Run 1, power grid:
Drawn at 10 px/um. Pins as bars on the die edge. Tap cells in grey.
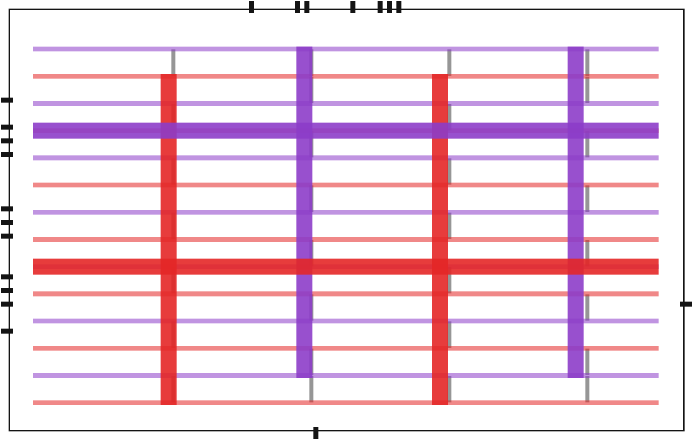
Run 1, placed cells, one colour a class:
Drawn at 10 px/um. Fill, decap, tap and diode cells in grey.
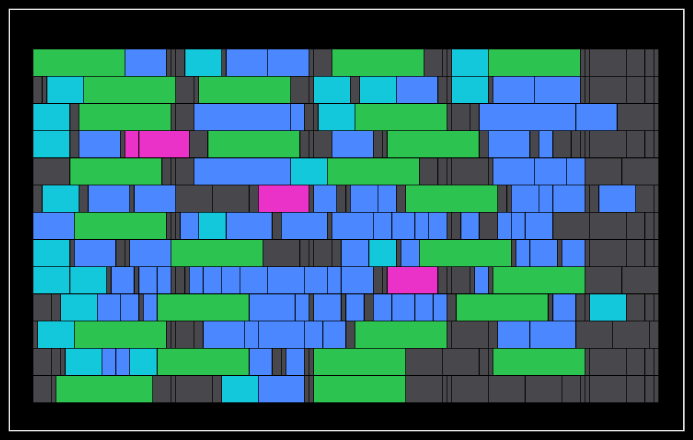
Run 1, clock network drawn from the DEF:
Drawn at 8 px/um.
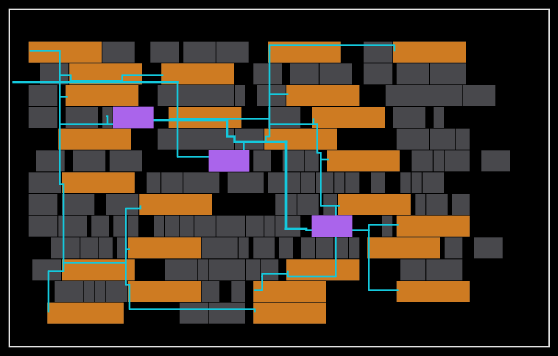
===== src/rtl/shifter_cfg_loader.sv =====
// shifter_cfg_loader: serialises a parallel config word MSB-first onto the
// shift_clk/shift_dta pins of the oscillator-enable shift chain.
// Optional build macro: SHIFTER_READBACK_EN adds shift_ret/rd_data/rd_valid
// to capture the chain's previous contents while a new word is loaded.
// Reset: rst_n is asynchronous and active-high (asserted = 1).
module shifter_cfg_loader #(
  parameter int unsigned WIDTH = 12,
  parameter int unsigned HALF  = 2
) (
  input  logic             clk,
  input  logic             rst_n,
  input  logic             cfg_valid,
  output logic             cfg_ready,
  input  logic [WIDTH-1:0] cfg_data,
  output logic             shift_clk,
  output logic             shift_dta,
  output logic             busy,
  output logic             done
`ifdef SHIFTER_READBACK_EN
  ,
  input  logic             shift_ret,
  output logic [WIDTH-1:0] rd_data,
  output logic             rd_valid
`endif
);

  localparam int unsigned PW = (HALF + 1 > 2) ? $clog2(HALF + 1) : 1;
  localparam int unsigned IW = (WIDTH > 2) ? $clog2(WIDTH) : 1;

  typedef enum logic [1:0] {
    IDLE  = 2'd0,
    SETUP = 2'd1,
    PULSE = 2'd2,
    DONE  = 2'd3
  } state_t;

  state_t           state, state_d;
  logic [PW-1:0]    phase, phase_d;
  logic [IW-1:0]    idx, idx_d;
  logic [WIDTH-1:0] sreg, sreg_d;
  logic             ready_d, sclk_d, sdta_d, busy_d, done_d;
  logic             phase_end;

  assign phase_end = (phase == PW'(HALF - 1));

`ifdef SHIFTER_READBACK_EN
  logic [WIDTH-1:0] rd_data_d;
`endif

  // Next-state and next-output decode
  always_comb begin
    state_d = state;
    phase_d = phase;
    idx_d   = idx;
    sreg_d  = sreg;
    ready_d = cfg_ready;
    sclk_d  = shift_clk;
    sdta_d  = shift_dta;
    busy_d  = busy;
    done_d  = 1'b0;
`ifdef SHIFTER_READBACK_EN
    rd_data_d = rd_data;
`endif
    unique case (state)
      IDLE: begin
        if (cfg_valid && cfg_ready) begin
          sreg_d  = cfg_data;
          idx_d   = IW'(WIDTH - 1);
          sdta_d  = cfg_data[WIDTH-1];
          sclk_d  = 1'b0;
          busy_d  = 1'b1;
          ready_d = 1'b0;
          phase_d = '0;
          state_d = SETUP;
`ifdef SHIFTER_READBACK_EN
          rd_data_d = '0;
`endif
        end
      end
      SETUP: begin
        if (phase_end) begin
          phase_d = '0;
          sclk_d  = 1'b1;
          state_d = PULSE;
`ifdef SHIFTER_READBACK_EN
          // Far end of the chain is sampled just before it shifts on this rise
          rd_data_d = {rd_data[WIDTH-2:0], shift_ret};
`endif
        end else begin
          phase_d = phase + PW'(1);
        end
      end
      PULSE: begin
        if (phase_end) begin
          phase_d = '0;
          sclk_d  = 1'b0;
          if (idx == '0) begin
            sdta_d  = 1'b0;
            done_d  = 1'b1;
            state_d = DONE;
          end else begin
            idx_d   = idx - IW'(1);
            sdta_d  = sreg[idx_d];
            state_d = SETUP;
          end
        end else begin
          phase_d = phase + PW'(1);
        end
      end
      DONE: begin
        busy_d  = 1'b0;
        ready_d = 1'b1;
        state_d = IDLE;
      end
      default: state_d = IDLE;
    endcase
  end

  // State and registered outputs
  always_ff @(posedge clk or posedge rst_n) begin
    if (rst_n) begin
      state     <= IDLE;
      phase     <= '0;
      idx       <= '0;
      sreg      <= '0;
      cfg_ready <= 1'b1;
      shift_clk <= 1'b0;
      shift_dta <= 1'b0;
      busy      <= 1'b0;
      done      <= 1'b0;
    end else begin
      state     <= state_d;
      phase     <= phase_d;
      idx       <= idx_d;
      sreg      <= sreg_d;
      cfg_ready <= ready_d;
      shift_clk <= sclk_d;
      shift_dta <= sdta_d;
      busy      <= busy_d;
      done      <= done_d;
    end
  end

`ifdef SHIFTER_READBACK_EN
  // Readback capture register and its completion pulse
  always_ff @(posedge clk or posedge rst_n) begin
    if (rst_n) begin
      rd_data  <= '0;
      rd_valid <= 1'b0;
    end else begin
      rd_data  <= rd_data_d;
      rd_valid <= done_d;
    end
  end
`endif

endmodule


===== config.mk =====
export PLATFORM = sky130hd
export DESIGN_NAME = shifter_cfg_loader
export DESIGN_NICKNAME = d
export VERILOG_FILES = /design/src/rtl/shifter_cfg_loader.sv
export SDC_FILE = /design/constraint.sdc
export NUM_CORES = 1
export LEC_CHECK = 0
export CAP_MARGIN = 40
export CORE_ASPECT_RATIO = 0.6
export CORE_MARGIN = 2
export CORE_UTILIZATION = 55
export CTS_BUF_LIST = sky130_fd_sc_hd__clkbuf_8
export DETAILED_ROUTE_END_ITERATION = 8
export PLACE_DENSITY = 0.87
export SLEW_MARGIN = 40
export SYNTH_ARGS = -nofsm -noshare
export SYNTH_HDL_FRONTEND = slang
export SYNTH_SLANG_ARGS = --single-unit

===== constraint.sdc =====
create_clock -name clk -period 2.8 [get_ports clk]
set_input_delay 0.84 -clock clk [delete_from_list [all_inputs] [get_ports clk]]
set_output_delay 0.84 -clock clk [all_outputs]
set_load 0.05 [all_outputs]

==> results.txt, run 1 <==
From the run reports.

- The dominant logic cell type in the layout reads dfrtp_1.
- The ratio of cells with drive above 1 in the final layout reads 0.179.
- The largest net degree at the start of global routing reads 26.
- The simple logic cell fraction of the synthesized area is 0.103.
- The instance count along the most critical hold path reads 1.
- The final sequential cell count is 25.
- The fraction of the cycle the final worst path needs is 0.895.
- The clock period minus worst slack reads 2.51 ns.
- The registers reported with the highest flop counts are sreg x12, idx x4.
- The main flop type is dfrtp_1.
- The hold buffer count at cts reads 0.
- Endpoints with negative setup slack in the final report add up to 0.
- The final max-slew violation count reads 0.
- The die outline height is 42.0 um.
- The leakage power in the latest report is 0.733 nW.
- The total tool warning count is 31.
- The combinational power share is 0.512.
- The share of final layout cell area taken by clock buffers and inverters is 0.0283.
- The remaining max-slew budget at the tightest pin reads 0.669.
- The cell family contributing the most delay on the critical path reads buffers and inverters.
- The reg2reg setup slack is 0.56 ns.
- According to the floorplan report, the total die area is 2830 um2.
- The final standard cell count with taps included and fillers excluded reads 164.
- The I/O pin count reads 20.
- The biggest cell delay along the critical path is 0.82 ns.
- Setup repair after global routing left no endpoint under its margin.
- The flow ran to the end, and the final reports show no timing, DRC or antenna violations.
- The post-layout net count reads 157.
- The count of library flops with an enable pin reads 0.
- The proportion of netlist area held by the largest area contributor is 0.454.
- The type of the tightest min-delay check reads reg -> reg.
- The cell-internal power is 1.06 mW.
- The initial cell density of the core reads 0.598.
- The most utilized layer in the global route result is met2.
- The count of antenna-violating nets left after detailed routing reads 0.
- The area growth from synthesis to final layout is 20.5%.
- The endpoint of the worst hold path is reported as sreg[5].
- The register bit total from synthesis reads 25.
- The cell area after layout reads 1590 um2.
- The routed length per instance is 16.0 um.
- The worst IR drop on VDD is 0.000712 V.
- In this run, the synthesized area fraction spent on AND-OR/OR-AND gates is recorded as 0.126.
- The CTS H-tree depth is 1.
- The cell type contributing the most total cell area after synthesis reads dfrtp_1.
- The total design power reads 1.76 mW.
- The top fanout value on the critical path reads 5.
- Per the OpenROAD power report, switching power amounts to 701 uW.
- The clock tree from TritonCTS reads yes.
- The register area reads 627 um2.
- The number of buffer cells added on primary ports is 19.
- Across the run, the number of max-cap violations was 0.
- For the worst min-delay path, the startpoint reported by OpenROAD is sreg[5].
- Including well taps, the total number of placed cells is 160.
- The top power group is combinational cells.
- The final route contains 927 vias.
- The number of buffers inserted during clock tree synthesis is 3.
- Of the total synthesized cell area, the portion taken by full adders, half adders and majority gates is 0.0662.
- The combined buffer and inverter count along the critical path is 1.
- The number of clock-tree buffers in the layout is 3.
- The class of the most critical setup path reads reg -> out.
- The slew at the pin closest to its max-slew limit reads 0.496 ns.
- The fraction of area in non-clock buffers reads 0.133.
- The arrival time at the worst endpoint is 1.67 ns.
- For reference, the critical path cell chain is clkdlybuf4s50_1.
- The layout inverter count without the clock tree reads 7.
- Power attributed to sequential cells is 652 uW.
- For reference, the top cells by area after synthesis are dfrtp_1 (45%), mux2_2 (12%), ha_1 (6.6%).
- The floorplan net count is 134.
- In the global route stage, met3 resource usage came out at 0.0565.
- The register with the most flip-flops in the layout has 12 of them.
Back to the opening pictures, 'power grid':
legend:
  purple:
    net: VDD
  red:
    net: VSS
rows: 13
met4 straps: 4
tap cells: 30
met5 straps: 2
signal pins: 20

Back to the opening pictures, 'placed cells, one colour a class':
legend:
  blue:
    class: combinational and other logic
    cells: 83
    share_of_their_area: 43%
  cyan:
    class: remaining buffers and delay cells
    cells: 22
    share_of_their_area: 14%
  green:
    class: sequential cells
    cells: 25
    share_of_their_area: 40%
  magenta:
    class: clock drivers and dummy loads
    cells: 4
    share_of_their_area: 2.9%

Back to the opening pictures, 'clock network drawn from the DEF':
legend:
  cyan:
    item: clock wires
    length: 287 um
  orange:
    item: flip-flops
    count: 25
  purple:
    item: clock drivers
    count: 3
routed clock nets: 4
insertion delay at the late pin of the worst-skew pair: 0.27 ns
proportion of power drawn by the clock network: 0.118
setup clock skew after layout: 0.00114 ns
clock distribution power: 208 uW

==> run 2, diff against run 1 <==
==> constraint.sdc (replaced) <==
create_clock -name clk -period 2.5 [get_ports clk]
set_input_delay 0.75 -clock clk [delete_from_list [all_inputs] [get_ports clk]]
set_output_delay 0.75 -clock clk [all_outputs]
set_load 0.05 [all_outputs]
==> run 2 against run 1 <==
Routed wire length is 3.0% lower. Worst hold slack improved by 0.00089 ns. Non-clock buffer count increased by 1. Critical endpoint unchanged.
==> results.txt, run 2 <==
From the run reports.

- In this run, the synthesized area fraction spent on adder and majority cells is recorded as 0.0662.
- The clock group power reads 230 uW.
- The largest registers in the layout are sreg x12, idx x4.
- The final standard cell count with taps included and fillers excluded reads 165.
- In the floorplan report the effective utilization is 0.598.
- The post-layout net count is 158.
- In the power breakdown, the internal column shows 1.19 mW.
- Global routing put the most usage on met2.
- The share of final layout cell area taken by clock buffers and inverters reads 0.0281.
- The total design power is 1.96 mW.
- The worst hold path startpoint reads phase[1].
- met3 track demand over resource after global routing is 0.0511.
- The I/O pin count reads 20.
- Of the available clock period, the critical path in the final layout requires 0.962.
- The non-clock inverters instantiated in the layout total 7.
- The top power group is combinational cells.
- At the pin with the least slew margin, the transition time is 0.506 ns.
- The combinational power share reads 0.518.
- The class of the most critical setup path is reg -> out.
- Per the post-route antenna check, the number of violating nets is 0.
- The clock tree from TritonCTS reads yes.
- The top fanout value on the critical path reads 5.
- The worst min-delay path endpoint is phase[1].
- Counting flops with a built-in enable in the synthesized netlist gives 0.
- The signal on the critical path passes through clkdlybuf4s50_1.
- The number of flip-flops under the largest register name reads 12.
- The register bit total from synthesis reads 25.
- The number of clock-tree buffers in the layout reads 3.
- The area taken by sequential standard cells is reported as 627 um2.
- Setup repair after global routing left no endpoint under its margin.
- The total die area reads 2830 um2.
- The compound-cell area share of the yosys netlist is 0.126.
- The run finished with clean final reports.
- The worst IR drop on VDD reads 0.000971 V.
- The main flop type is dfrtp_1.
- The largest net degree at the start of global routing is 26.
- The final sequential cell count is 25.
- The clock period minus worst slack reads 2.40 ns.
- The remaining max-slew budget at the tightest pin reads 0.660.
- The final max-slew violation count is 0.
- The leakage component of the power was reported as 0.738 nW.
- Max-cap violations in this run came to 0.
- The instance count along the most critical hold path reads 1.
- The cell type contributing the most total cell area after synthesis reads dfrtp_1.
- The main area contributors are dfrtp_1 (45%), mux2_2 (12%), ha_1 (6.6%).
- The arrival time at the worst endpoint is 1.65 ns.
- The hold buffer count at cts reads 0.
- The number of buffer cells added on primary ports is 19.
- The floorplan net count reads 134.
- The dominant logic cell type in the layout is dfrtp_1.
- The proportion of netlist area held by the largest area contributor is 0.454.
- The fraction of power consumed by the clock network reads 0.117.
Run 2, power grid:
Drawn at 10 px/um. Pins as bars on the die edge. Tap cells in grey.
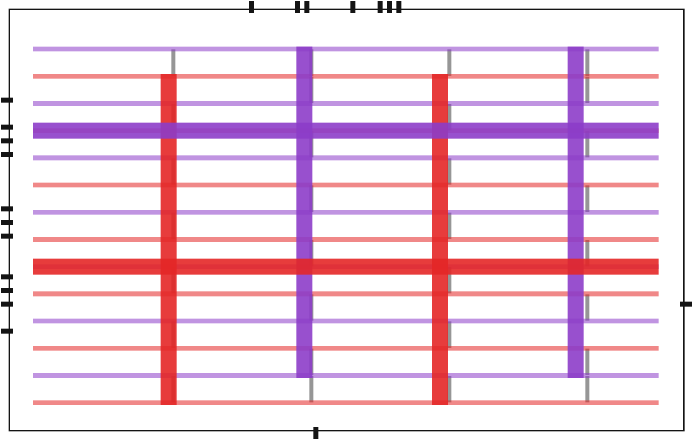
legend:
  purple:
    net: VDD
  red:
    net: VSS
tap cells: 30
met5 straps: 2
met1 rails: 14
met4 straps: 4

No activity file was given, so power comes from the tool's default toggle rates.
